Fig. 1: run 1, metal 1
The bar under the picture is 20 um long. Supply wires on this layer in gray.
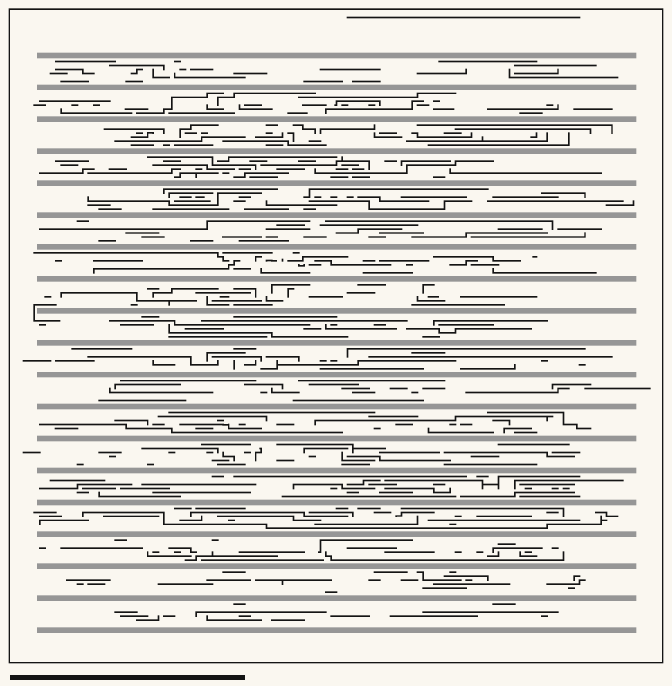
Fig. 2: run 1, the metal 2 layer
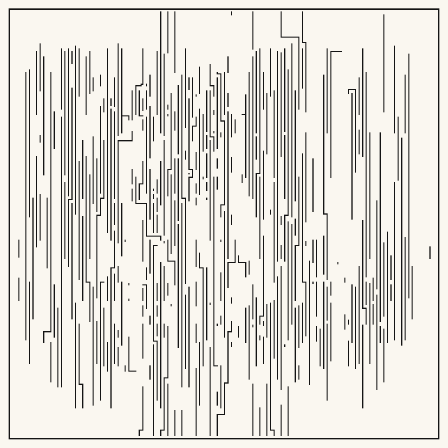
Fig. 3: run 1, metal 3
The bar under the picture is 20 um long. Cells faint in the background.
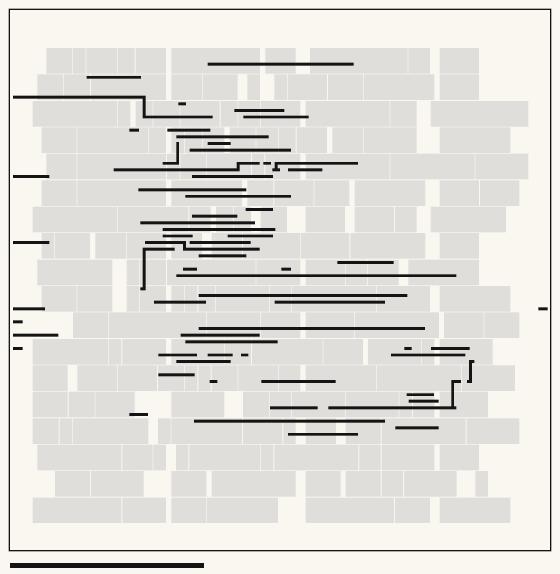
==> config.mk <==
export PLATFORM = sky130hd
export DESIGN_NAME = shift_engine
export DESIGN_NICKNAME = d
export VERILOG_FILES = /design/src/rtl/shift_engine_pkg.sv /design/src/rtl/shift_engine_shift_step.sv /design/src/rtl/shift_engine.sv
export SDC_FILE = /design/constraint.sdc
export NUM_CORES = 1
export LEC_CHECK = 0
export CORE_MARGIN = 2
export CORE_UTILIZATION = 42
export CTS_CLUSTER_SIZE = 16
export DETAILED_ROUTE_END_ITERATION = 8
export PLACE_DENSITY = 0.86
export RECOVER_POWER = 100
export SYNTH_ARGS = -nofsm -noshare
export SYNTH_HDL_FRONTEND = slang
export SYNTH_HIERARCHICAL = 1
export SYNTH_SLANG_ARGS = --single-unit
==> constraint.sdc <==
create_clock -name clk -period 1.1 [get_ports clk]
set_input_delay 0.165 -clock clk [delete_from_list [all_inputs] [get_ports clk]]
set_output_delay 0.165 -clock clk [all_outputs]
set_load 0.1 [all_outputs]
==> src/rtl/shift_engine_pkg.sv <==
// Shared constants for shift_engine: mode and direction encodings, FSM states.
package shift_engine_pkg;

  localparam logic [1:0] MODE_LOGICAL = 2'b00;
  localparam logic [1:0] MODE_ARITH   = 2'b01;
  localparam logic [1:0] MODE_ROTATE  = 2'b10;

  localparam logic DIR_RIGHT = 1'b0;
  localparam logic DIR_LEFT  = 1'b1;

  typedef enum logic [1:0] {
    IDLE  = 2'b00,
    SHIFT = 2'b01,
    DONE  = 2'b10
  } state_e;

endpackage

==> src/rtl/shift_engine_shift_step.sv <==
// shift_step: combinational single-bit shift of a WIDTH-bit word.
// Right shifts expose q[0], left shifts expose q[WIDTH-1]; the fill bit
// depends on mode (arithmetic only matters for right shifts, the reserved
// mode code behaves as logical).
module shift_step
  import shift_engine_pkg::*;
#(
  parameter int WIDTH = 8
) (
  input  logic [WIDTH-1:0] q,
  input  logic             dir,
  input  logic [1:0]       mode,
  output logic [WIDTH-1:0] next_q,
  output logic             out_bit
);

  logic fill_s;

  // Select the fill bit and the shifted-out bit for one step.
  always_comb begin
    fill_s  = 1'b0;
    next_q  = q;
    out_bit = 1'b0;
    if (dir == DIR_RIGHT) begin
      out_bit = q[0];
      case (mode)
        MODE_ARITH:  fill_s = q[WIDTH-1];
        MODE_ROTATE: fill_s = q[0];
        default:     fill_s = 1'b0;
      endcase
      next_q = {fill_s, q[WIDTH-1:1]};
    end else begin
      out_bit = q[WIDTH-1];
      case (mode)
        MODE_ROTATE: fill_s = q[WIDTH-1];
        default:     fill_s = 1'b0;
      endcase
      next_q = {q[WIDTH-2:0], fill_s};
    end
  end

endmodule

==> src/rtl/shift_engine.sv <==
// shift_engine: parallel-load register shifted left/right one bit per clock
// in logical, arithmetic or rotate mode, sequenced by a start/busy/done
// handshake. Defining SHIFT_ENGINE_ABORT_EN adds an abort input that
// cancels an in-flight shift, keeping the partial result.
module shift_engine
  import shift_engine_pkg::*;
#(
  parameter int WIDTH = 8,
  parameter int AMT_W = $clog2(WIDTH) + 1
) (
  input  logic             clk,
  input  logic             reset,
  input  logic             load,
  input  logic [WIDTH-1:0] load_val,
  input  logic             start,
  input  logic             dir,
  input  logic [1:0]       mode,
  input  logic [AMT_W-1:0] amount,
`ifdef SHIFT_ENGINE_ABORT_EN
  input  logic             abort,
`endif
  output logic [WIDTH-1:0] q,
  output logic             ser_out,
  output logic             busy,
  output logic             done
);

  state_e           state_q, state_d;
  logic [WIDTH-1:0] q_q, q_d;
  logic             ser_q, ser_d;
  logic             busy_q, busy_d;
  logic             done_q, done_d;
  logic [AMT_W-1:0] cnt_q, cnt_d;
  logic             dir_q, dir_d;
  logic [1:0]       mode_q, mode_d;

  logic [WIDTH-1:0] step_q_s;
  logic             step_bit_s;
  logic             abort_s;

`ifdef SHIFT_ENGINE_ABORT_EN
  assign abort_s = abort;
`else
  assign abort_s = 1'b0;
`endif

  shift_step #(.WIDTH(WIDTH)) u_step (
    .q       (q_q),
    .dir     (dir_q),
    .mode    (mode_q),
    .next_q  (step_q_s),
    .out_bit (step_bit_s)
  );

  // Next-state logic: IDLE accepts load (priority) or start, SHIFT steps once per clock.
  always_comb begin
    state_d = state_q;
    q_d     = q_q;
    ser_d   = ser_q;
    cnt_d   = cnt_q;
    dir_d   = dir_q;
    mode_d  = mode_q;
    case (state_q)
      IDLE: begin
        if (load) begin
          q_d     = load_val;
          state_d = IDLE;
        end else if (start) begin
          dir_d  = dir;
          mode_d = mode;
          cnt_d  = amount;
          if (amount == AMT_W'(0)) begin
            state_d = DONE;
          end else begin
            state_d = SHIFT;
          end
        end else begin
          state_d = IDLE;
        end
      end
      SHIFT: begin
        if (abort_s) begin
          cnt_d   = AMT_W'(0);
          state_d = IDLE;
        end else begin
          q_d   = step_q_s;
          ser_d = step_bit_s;
          cnt_d = cnt_q - AMT_W'(1);
          if (cnt_q == AMT_W'(1)) begin
            state_d = DONE;
          end else begin
            state_d = SHIFT;
          end
        end
      end
      DONE: begin
        state_d = IDLE;
      end
      default: begin
        state_d = IDLE;
      end
    endcase
    busy_d = (state_d == SHIFT);
    done_d = (state_d == DONE);
  end

  // State and output registers with synchronous reset.
  always_ff @(posedge clk) begin
    if (reset) begin
      state_q <= IDLE;
      q_q     <= '0;
      ser_q   <= 1'b0;
      busy_q  <= 1'b0;
      done_q  <= 1'b0;
      cnt_q   <= '0;
      dir_q   <= DIR_RIGHT;
      mode_q  <= MODE_LOGICAL;
    end else begin
      state_q <= state_d;
      q_q     <= q_d;
      ser_q   <= ser_d;
      busy_q  <= busy_d;
      done_q  <= done_d;
      cnt_q   <= cnt_d;
      dir_q   <= dir_d;
      mode_q  <= mode_d;
    end
  end

  assign q       = q_q;
  assign ser_out = ser_q;
  assign busy    = busy_q;
  assign done    = done_q;

endmodule

==> flow_summary.toml, run 1 <==
# synthesis and place-and-route metrics
[floorplan]
fp_util = 0.4464
core_area_um2 = 2500
rows = 18
die_w_um = 55.55

[cts]
cts_tree = "yes"
cts_sinks = 20
cts_buffers = 3

[run_status]
run_status = "complete, but fails checks"
violations = "setup timing"

[sta]
worst_slack_ps = -272.8
setup_viol = 21

[global_route]
grt_max_degree = 13

[layout]
layout_top_cell = "clkdlybuf4s50_1"
drive_gt1_frac = 0.6612
buffers = 59
layoutNonFillerInstCount = 213
synthToLayoutAreaGrowth_pct = 98.66

[synth]
ys_cells = 128
synthTopCellsByArea = "dfxtp_1, mux2_4, nand2_1, a311oi_1, ha_1"
synthesis.area_um2 = 1116

[setup_path]
cp_slowest_cell = "dfxtp_2"

[job]
cap_violations = 0
-- Fig. 1 (at the start) --
share of all routed wire: 37%
wire length on this layer: 1,880 um
longest straight run: 23.9 um
main direction: horizontal

-- Fig. 2 (at the start) --
main direction: vertical
share of all routed wire: 50%
wire length on this layer: 2,540 um
nets with wire on the layer: 193
longest straight run: 35.0 um

-- Fig. 3 (at the start) --
wire length on this layer: 432 um
share of all routed wire: 8.6%
main direction: horizontal
nets with wire on the layer: 49
longest straight run: 28.5 um

-- run 1: critical path, delay by kind of cell (launching register included) --
| kind | cells | cell delay (ps) |
|---|---|---|
| AND-OR/OR-AND | 2 | 440 |
| flip-flops | 1 | 410 |
| AND/OR/NAND/NOR | 2 | 170 |
| adder cells (fa/ha/maj) | 1 | 160 |
| buffers and inverters | 1 | 100 |
-- run 1: worst paths after layout --
path         slack [ps]  startpoint  cells after the start  endpoint
max reg2reg        -270   mode_q[1]                      6      q[0]
min                 350   amount[2]                      3  cnt_q[2]
min reg2reg         490     ser_out                      2   ser_out
max                -270   mode_q[1]                      6      q[0]
-- run 1: cell usage after synthesis, drive strengths merged --
library cell and number:
a2bb2oi 1, a32oi 1, o21bai 1, or3 2
dfxtp 20, a311oi 8, a21oi 9, a2111oi 2
nor2b 2, clkbuf 2, a31oi 1, mux2i 3
nor3 4, nand3 1, nand2b 3, and2b 1
a22oi 1, o21ai 2, inv 8, nor2 14
ha 4, buf 6, nor4b 1, o32ai 1
nor4 1, o31ai 1, mux2 7, nand2 21
-- run 1: report_power, final --
| part | internal (mW) | switching [mW] |
|---|---|---|
| clock | 0.278 | 0.259 |
| combinational | 0.516 | 0.623 |
| sequential | 0.788 | 0.0982 |
| total | 1.58 | 0.980 |
-- run 1: cells by family after synthesis --
group           synth area share
simple gates              0.2220
compound gates            0.1771
flops                     0.3587
buf+inv                  0.07960
mux                       0.1177
fa+ha+maj                0.04484
-- run 1: flip-flops by register name (all words and copies together), names as in the netlist --
name and count:
busy 1, cnt_q 4, dir_q 1, done 1, mode_q 2, q 8
ser_out 1, state_q 2
-- run 1: repair_timing --
item | in CTS | in global routing
gates cloned | 3 | 0
endpoints found under the setup margin | 20 | 22
gates resized | 57 | 39
buffers inserted | 7 | 3
pin swaps | 21 | 18
==> run 2, diff against run 1 <==
--- a/config.mk
+++ b/config.mk
@@ -11,6 +11,7 @@
 export DETAILED_ROUTE_END_ITERATION = 8
 export PLACE_DENSITY = 0.86
 export RECOVER_POWER = 100
+export SLEW_MARGIN = 15
 export SYNTH_ARGS = -nofsm -noshare
 export SYNTH_HDL_FRONTEND = slang
 export SYNTH_HIERARCHICAL = 1
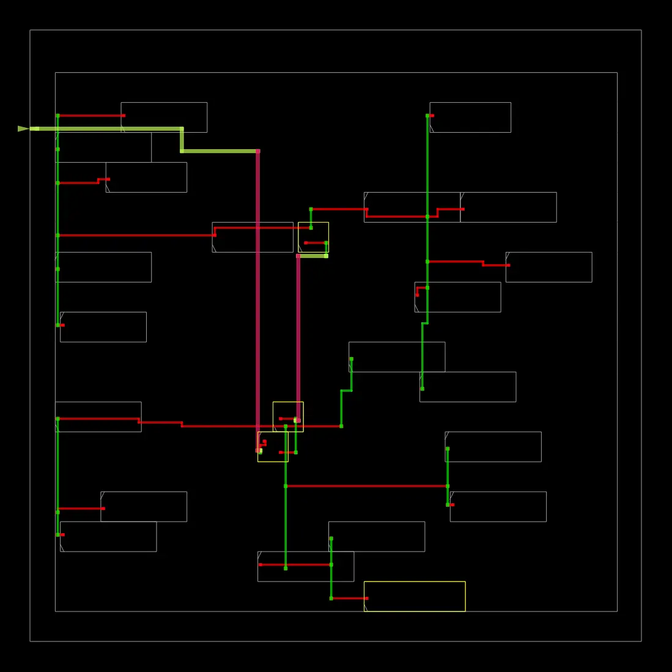
Fig. 4. Clock routing (run 2).
clock skew: 2.457 ps
clkbuf count: 4
CTS Buf Count: 3
clk_lat worst skew: 310 ps
clock sinks: 20

==> run 2 against run 1 <==
  * The run still ends with setup timing left
  * Clock skew is the same
  * Fmax is the same
  * Final area is the same
  * Critical endpoint unchanged
==> flow_summary.toml, run 2 <==
# synthesis and place-and-route metrics
[layout]
layoutNonFillerInstCount = 213
layout_top_cell = "clkdlybuf4s50_1"
drive_gt1_frac = 0.6612
largest_register_ffs = 8
synthToLayoutAreaGrowth_pct = 98.66

[floorplan]
core_area_um2 = 2500
die_w_um = 55.55
fp_util = 0.4464

[hold_path]
min_to = "cnt_q[2]"
hold_depth = 3

[setup_path]
cp_slowest_cell = "dfxtp_2"
r2r_cells = 6
r2r_setup_slack_ps = -270
critPathLaunchType = "register"
r2r-start = "mode_q[1]"
reg2reg_to = "q[0]"

[synth]
most_common_cell = "nand2_1"
edf_count = 0
async_flop_share = 0
common_cells = "nand2_1, dfxtp_1, nor2_1"
ys_seq_share = 0.3587
ys_cells = 128
ys.flop_type = "dfxtp_1"
synthTopCellsByArea = "dfxtp_1, mux2_4, nand2_1, a311oi_1, ha_1"
synthesis.area_um2 = 1116

[cts]
cts_tree = "yes"

[drt]
m1WireLength_mm = 1.878

[run_status]
run_status = "complete, but fails checks"
violations = "setup timing"

[job]
cap_violations = 0

[global_route]
grt_max_degree = 13

[placement]
io_buffers = 29

[sta]
setup_viol = 21
worst_slack_ps = -272.8
hold_viol_final = 0
-- run 2: worst max-delay path by stage --
| stage | startpoint | end | cells after the start |
|---|---|---|---|
| floorplan | q[0] | q[7] | 4 |
| global placement | load | q[7] | 6 |
| detailed placement | load | state_q[0] | 4 |
| CTS | cnt_q[0] | cnt_q[1] | 6 |
| global route | mode_q[1] | q[0] | 6 |
| finish | mode_q[1] | q[0] | 6 |
-- run 2: kinds of logic after synthesis --
kind of cell	synth area share
DFF	0.3587
and+or+nand+nor	0.2220
AOI/OAI and AO/OA	0.1771
muxes	0.1177
buffers and inverters	0.07960
adders and majority gates	0.04484
-- run 2: report_power, final --
group	switching [mW]	total, mW	internal [mW]
clock	0.259	0.537	0.278
sequential	0.0982	0.887	0.788
combinational	0.623	1.14	0.516
total	0.980	2.56	1.58
-- run 2: critical path: cells and delay by family, from the launching register on --
family	cells	cell delay, ps
buffers and inverters	1	100
and+or+nand+nor	2	170
AOI/OAI and AO/OA	2	440
adders and majority gates	1	160
DFF	1	410
-- run 2: through the flow --
step | total power [mW] | hold slack (ps)
6_report | 2.562 | 351.5
5_1_grt | 2.612 | 366.5
4_1_cts | 2.455 | 340.0
3_5_place_dp | 1.743 | 474.0
3_3_place_gp | 1.710 | 470.2
2_1_floorplan | 1.367 | 312.2
-- run 2: repair_timing --
item                       in CTS  in global routing
cloned                          3                  0
buffers inserted                7                  3
gates resized                  57                 39
setup endpoints to repair      20                 22
pin swaps                      21                 18
-- run 2: final cells by class --
cell class	count	area [um^2]	share of cell area
well taps	30	37.54	0.01693
clock buffers	4	47.55	0.02144
flip-flops and latches	20	449.2	0.2026
inverters	8	32.53	0.01467
repair buffers	59	729.5	0.3290
multi-input cells	92	920.9	0.4153
Power and IR drop assume default switching activity.
